Design exdes_axi_wr_responder, sky130hd; sources not shown.
port_trees.png
Drawn at 1.5 px/um.
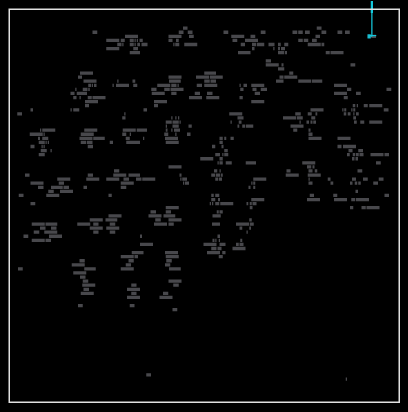
[`core_areset`] cyan | bits: 1 | direction: input | end cells: 1 | wire: 22.1 um
Ports: 653
buffers added on ports: 43

clock_nets.png
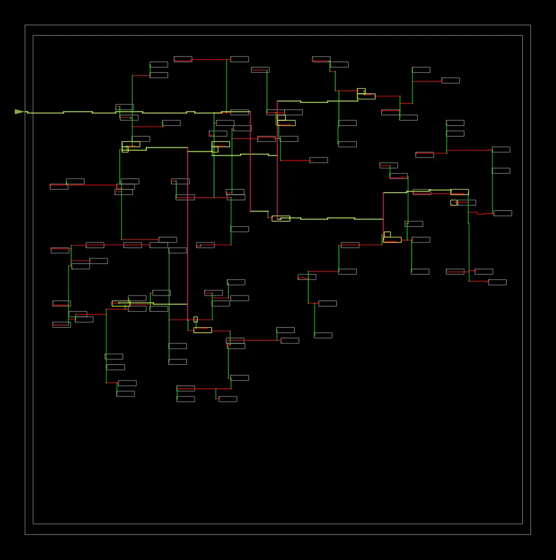
# clk buffers: 9
Latency at later pin: 380 ps
Flop Count: 92
Num CTS Buffers: 9

m2.png
Drawn at 2 px/um. Cells faint in the background.
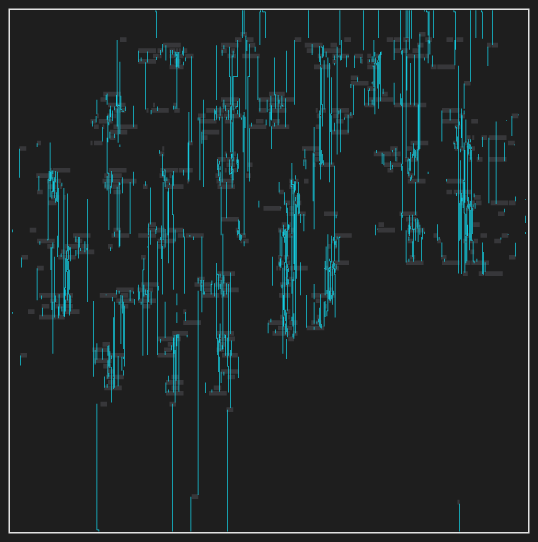
longest straight run: 104 um
share of all routed wire: 48%
met2 Track Usage GR: 0.07891
total number of vias: 2974
drt total wl: 15.46 mm

==> flow_metrics.tcl <==
# collected from the flow reports
set metrics [dict create \
    ff2ff_path_depth 13 \
    synth.area.mux_share 0.1765 \
    regArea_um2 2303 \
    busiest_layer "met2" \
    powerSeq_w 0.00165 \
    ant_nets 0 \
    synthSimpleGateAreaFrac 0.1393 \
    outcome "complete, no violations" \
    drt_pre_antenna_iters 4 \
    aoi_share 0.02380 \
    comb_share 0.3285 \
    yosysWarnings 0 \
    hp-class "reg -> reg" \
    powerClk_w 0.000988 \
    crit_required_ps 3810 \
    final-nonclk-buf-share 0.1027 \
    syn_area_um2 4573 \
    die_h_um 261 \
    grt_pass1_vias 3307 \
    p_comb_w 0.00177 \
    fin_crit_ps 3343 \
    setup_viol 0 \
    drt_iter0_drc 78 \
    post_drt_wl_per_cell_um 12.07 \
    core_um2 62740 \
    cts_max_level 3 \
    xor_share 0.08372 \
    drc 0 \
    inv_count 17 \
    gp_congestion 0.6313 \
    fp.dieW_um 259 \
    layout_top_cells "dfrtp_1, clkdlybuf4s50_1, mux2_2" \
    cpMostUsedCell "xor2_1" \
    root_buffer "clkbuf_16" \
    ys_cells 360 \
    power-top-group "combinational cells" \
    syn_nets 998 \
    drive_gt1_frac 0.2529 \
    relSlewSlack 0.5207 \
    largest_area_cell "dfrtp_1" \
    comb_cells 240 \
]
what timing repair did:
item / CTS / global route
resized: 0 / 1
endpoints found under the setup margin: 0 / 1
setup buffers: 0 / 0
hold endpoints to repair: 0 / 0
worst max-delay path, delay by kind of cell, from the launching register on:
family	cells	cell delay (ps)
xor gates and xnor gates	3	560
adders and majority gates	2	530
DFF	1	370
muxes	1	570
buffers and inverters	3	320
and+or+nand+nor	4	720
through the flow:
stage          instances  hold slack [ps]  setup slack, ps
2_1_floorplan        360            246.0            368.0
3_3_place_gp        1265            278.9            181.9
3_5_place_dp        1265            279.0            170.4
4_1_cts             1281            293.8            130.2
5_1_grt             1281            300.6            98.18
6_report            1281            292.4            357.5
per-layer routing:
metal	part of all wire	routed length, um
met5	0	0
met4	0.014	223
met3	0.031	482
met2	0.48	7475
met1	0.47	7281
No activity file was given, so power comes from the tool's default toggle rates.
